==> config.mk <==
export PLATFORM = sky130hd
export DESIGN_NAME = serial_subtractor
export DESIGN_NICKNAME = d
export VERILOG_FILES = /design/src/rtl/serial_subtractor.sv
export SDC_FILE = /design/constraint.sdc
export NUM_CORES = 1
export LEC_CHECK = 0
export ABC_AREA = 1
export CAP_MARGIN = 30
export CORE_MARGIN = 10
export CORE_UTILIZATION = 49
export CTS_BUF_LIST = sky130_fd_sc_hd__clkbuf_4
export DETAILED_ROUTE_END_ITERATION = 10
export MAX_ROUTING_LAYER = met4
export PLACE_DENSITY = 0.85
export SLEW_MARGIN = 25
export SYNTH_ARGS = -nofsm -noshare
export SYNTH_HDL_FRONTEND = slang
export SYNTH_SLANG_ARGS = --single-unit
==> constraint.sdc <==
create_clock -name clk -period 1.17 [get_ports clk]
set_input_delay 0.351 -clock clk [delete_from_list [all_inputs] [get_ports clk]]
set_output_delay 0.351 -clock clk [all_outputs]
set_load 0.05 [all_outputs]
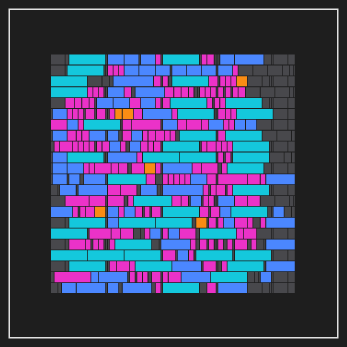
**Above:** run 1 (placed cells, one colour a class).
(4 px per um) Fill, decap, tap and diode cells in grey.
registers: in cyan, cells 41, share of their area 35%. clock drivers and dummy loads: in orange, cells 6, share of their area 1.5%. remaining buffers and delay cells: in blue, cells 71, share of their area 30%. remaining logic cells: in magenta, cells 174, share of their area 33%.
Seq/total area: 34.5%
post-route cell area: 2980 um2
fin util: 81.4%
row count: 22
Core Box Area: 3660 um2

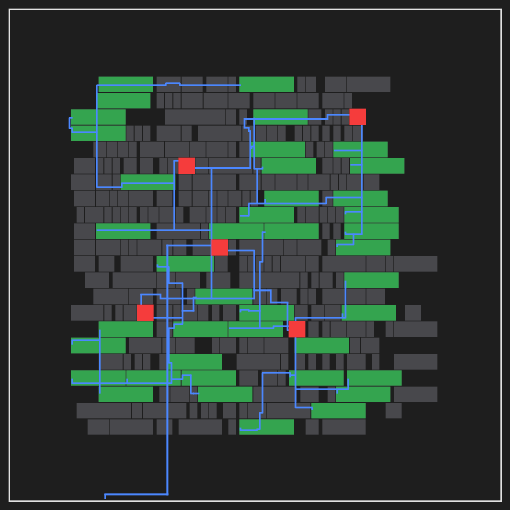
**Above:** run 1 (clock wires, drivers and flops).
(6 px per um)
clock wires: in blue, length 519 um. flip-flops: in green, count 41. clock-net drivers: in red, count 5.
There are 6 routed clock nets.
Worst Clk Skew: 0.00892 ns
P_clk: 0.674 mW
clk latency late pin: 0.37 ns

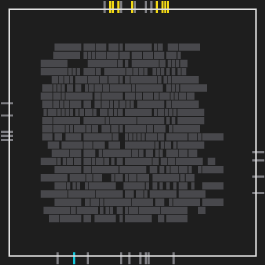
**Above:** run 1 (pin map).
(3 px per um) Pins as bars across the die edge, other pins in grey.
a: in yellow, pins 8, direction input, edge north. rst_n: in cyan, pins 1, direction input, edge south.
Die W: 81.7 um
# port buffers: 30

==> impl_metrics.env, run 1 <==
# yosys + openroad results
export IMPL_status="complete, but fails checks"
export IMPL_violations="negative setup slack"
export IMPL_combPwrFrac_pct=63.3
export IMPL_largest_cell_class="registers"
export IMPL_numSynthFlops=41
export IMPL_ant_nets=0
export IMPL_bufAreaShareNonClock_pct=29.7
export IMPL_h_tree_depth=2
export IMPL_required_ns=1.43
export IMPL_path_max_fanout=7
export IMPL_ff_count=41
export IMPL_pre_cts_ws_ns=-0.264
export IMPL_grt_total_usage_pct=18.3
export IMPL_slew_headroom_pct=85.0
export IMPL_avgSynthCellArea_um2=8.49
export IMPL_via_count=1962
export IMPL_power_per_cell_area_nw_per_um2=2990
export IMPL_comb_share_pct=29.6
export IMPL_drt_iter0_drc=264
export IMPL_layout_top_cells="nand2_1, dfrtp_1, nand2_2"
export IMPL_ys_chip_area_um2=1870
export IMPL_drc=0
export IMPL_cts_clk_slew_worst_paths_ns=0.12
export IMPL_syn_area_um2=1870
export IMPL_fin_ws_ns=-0.476
export IMPL_maxCapViolCount=0
export IMPL_seqPwrFrac_pct=29.1
export IMPL_comb_area_um2=882
export IMPL_clk_path_buf_depth=2
export IMPL_wl_met2_um=3400
export IMPL_nets=315
export IMPL_finalSetupViolCount=52
export IMPL_yosys_top_cells_area="dfrtp_1, nand2_1, nand3_1, o21ai_2, inv_1"
export IMPL_multi_input_comb_cells=156
export IMPL_synth_area_leader_cell="dfrtp_1"
export IMPL_cts_resized=29
run 1: power groups by stage:
stage / clock network [mW] / logic (mW) / registers [mW]
after floorplan: 0 / 1.81 / 2.90
after global placement: 0 / 3.68 / 2.50
after detailed placement: 0 / 3.79 / 2.52
after CTS: 0.627 / 4.79 / 2.51
after global routing: 0.747 / 5.95 / 2.64
final: 0.674 / 5.65 / 2.59
run 1: cells in the mapped netlist, types with 3 or more instances:
library cell and number:
inv_2 3, buf_2 3, o21ai_0 6, buf_4 4
o21ai_1 8, inv_1 14, nand2_1 105, dfrtp_1 41
o21ai_2 8, nor2_1 3, nand3_1 16
==> run 2, diff against run 1 <==
--- a/config.mk
+++ b/config.mk
@@ -7,12 +7,12 @@
 export LEC_CHECK = 0
 export ABC_AREA = 1
 export CAP_MARGIN = 30
-export CORE_MARGIN = 10
-export CORE_UTILIZATION = 49
+export CORE_UTILIZATION = 42
 export CTS_BUF_LIST = sky130_fd_sc_hd__clkbuf_4
+export CTS_CLUSTER_DIAMETER = 120
 export DETAILED_ROUTE_END_ITERATION = 10
 export MAX_ROUTING_LAYER = met4
-export PLACE_DENSITY = 0.85
+export PLACE_DENSITY = 0.76
 export SLEW_MARGIN = 25
 export SYNTH_ARGS = -nofsm -noshare
 export SYNTH_HDL_FRONTEND = slang
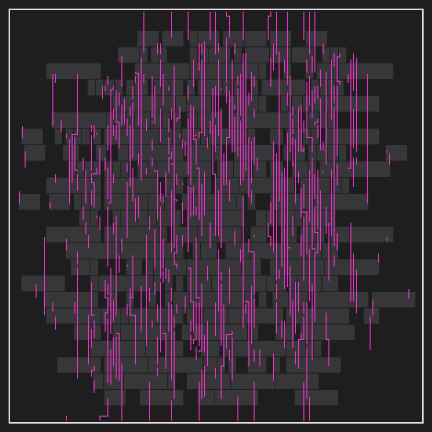
**Above:** run 2 (the metal 2 layer).
(6 px per um) Cells faint in the background.
243 nets have wire on it. The layer carries 2070 um of wire. The layer holds 50% of the routed length. The wires run mostly vertical. The longest straight run is 30.3 um.
final WL: 4180 um
DR vias: 1604

==> run 2 against run 1 <==
  * The run still ends with negative setup slack left
  * Sequential power decreased by 3%
  * Synthesized area unchanged
  * Count of clock-buffer cells in the layout unchanged
  * First-iteration DRC count decreased by 68%
  * Critical path depth decreased by 5
  * Flip-flop count unchanged
  * Power decreased by 13%
  * Final area decreased by 8.4%
  * Utilization decreased by 16 points
  * Final cell count decreased by 2.9%
==> impl_metrics.env, run 2 <==
# yosys + openroad results
export IMPL_synth_top_cell_by_count="nand2_1"
export IMPL_design_area_um2=2730
export IMPL_numSynthFlops=41
export IMPL_finalSetupViolCount=44
export IMPL_clock_latency_late_pin_ns=0.35
export IMPL_top_layer="met4"
export IMPL_slew_headroom_pct=78.1
export IMPL_power_per_cell_area_nw_per_um2=2840
export IMPL_std_cell_rows=23
export IMPL_drc=0
export IMPL_die_y_um=68.7
export IMPL_wl_met2_um=2070
export IMPL_gr_max_usage_layer="met2"
export IMPL_clk_path_buf_depth=2
export IMPL_num_io_pins=31
export IMPL_yosys_top_cells_area="dfrtp_1, nand2_1, nand3_1, o21ai_2, inv_1"
export IMPL_core_area_um2=4140
export IMPL_reg2reg_slack_ns=-0.35
export IMPL_io_buffers=30
export IMPL_nets=301
export IMPL_ant_nets=0
export IMPL_cts_clk_slew_worst_paths_ns=0.13
export IMPL_h_tree_depth=2
export IMPL_critPathLaunchType="register"
export IMPL_fin_ws_ns=-0.374
export IMPL_utilization_pct=65.9
export IMPL_fin_skew_ns=0.0105
export IMPL_drive_gt1_share_pct=31.1
export IMPL_cts_root_buf="clkbuf_4"
export IMPL_ys_chip_area_um2=1870
export IMPL_critPathMostFrequentCell="buf_12"
export IMPL_cts_sinks=41
export IMPL_synth_distinct_cells=17
export IMPL_synth_cells_most_frequent="nand2_1, dfrtp_1, nand3_1"
export IMPL_violations="negative setup slack"
export IMPL_viasPerCell=4.86
export IMPL_required_ns=0.82
export IMPL_synth_area_leader_cell="dfrtp_1"
export IMPL_maxCapViolCount=0
export IMPL_pre_cts_ws_ns=-0.292
export IMPL_die_w_um=68.7
export IMPL_drt_iter0_drc=84
export IMPL_path_max_fanout=2
export IMPL_cts_resized=20
export IMPL_avgSynthCellArea_um2=8.49
export IMPL_layout_top_cells="nand2_1, dfrtp_1, clkdlybuf4s50_1"
export IMPL_status="complete, but fails checks"
export IMPL_syn_area_um2=1870
export IMPL_grt_total_usage_pct=20.3
run 2: report_power, final:
part / switching, mW / internal (mW)
clock: 0.486 / 0.238
combinational: 2.37 / 2.15
sequential: 0.472 / 2.04
total: 3.33 / 4.43
run 2: final cells by class:
cell class / instances / area [um2] / area share (%)
multi-input combinational: 154 / 796 / 29.2
clock inverter: 3 / 21.3 / 0.779
tap: 50 / 62.6 / 2.29
timing repair buffer: 59 / 707 / 25.9
inverter: 17 / 71.3 / 2.61
timing repair inverter: 1 / 6.26 / 0.229
clock buffer: 5 / 37.5 / 1.38
sequential: 41 / 1030 / 37.6
run 2: kinds of logic after synthesis:
logic type	count (synthesis)	synth area share [%]
simple gates	127	27.3
buf+inv	26	7.03
fa+ha+maj	3	2.41
flops	41	54.9
compound gates	23	8.37
Power figures rest on the tool's default switching activity, not on a simulated workload.
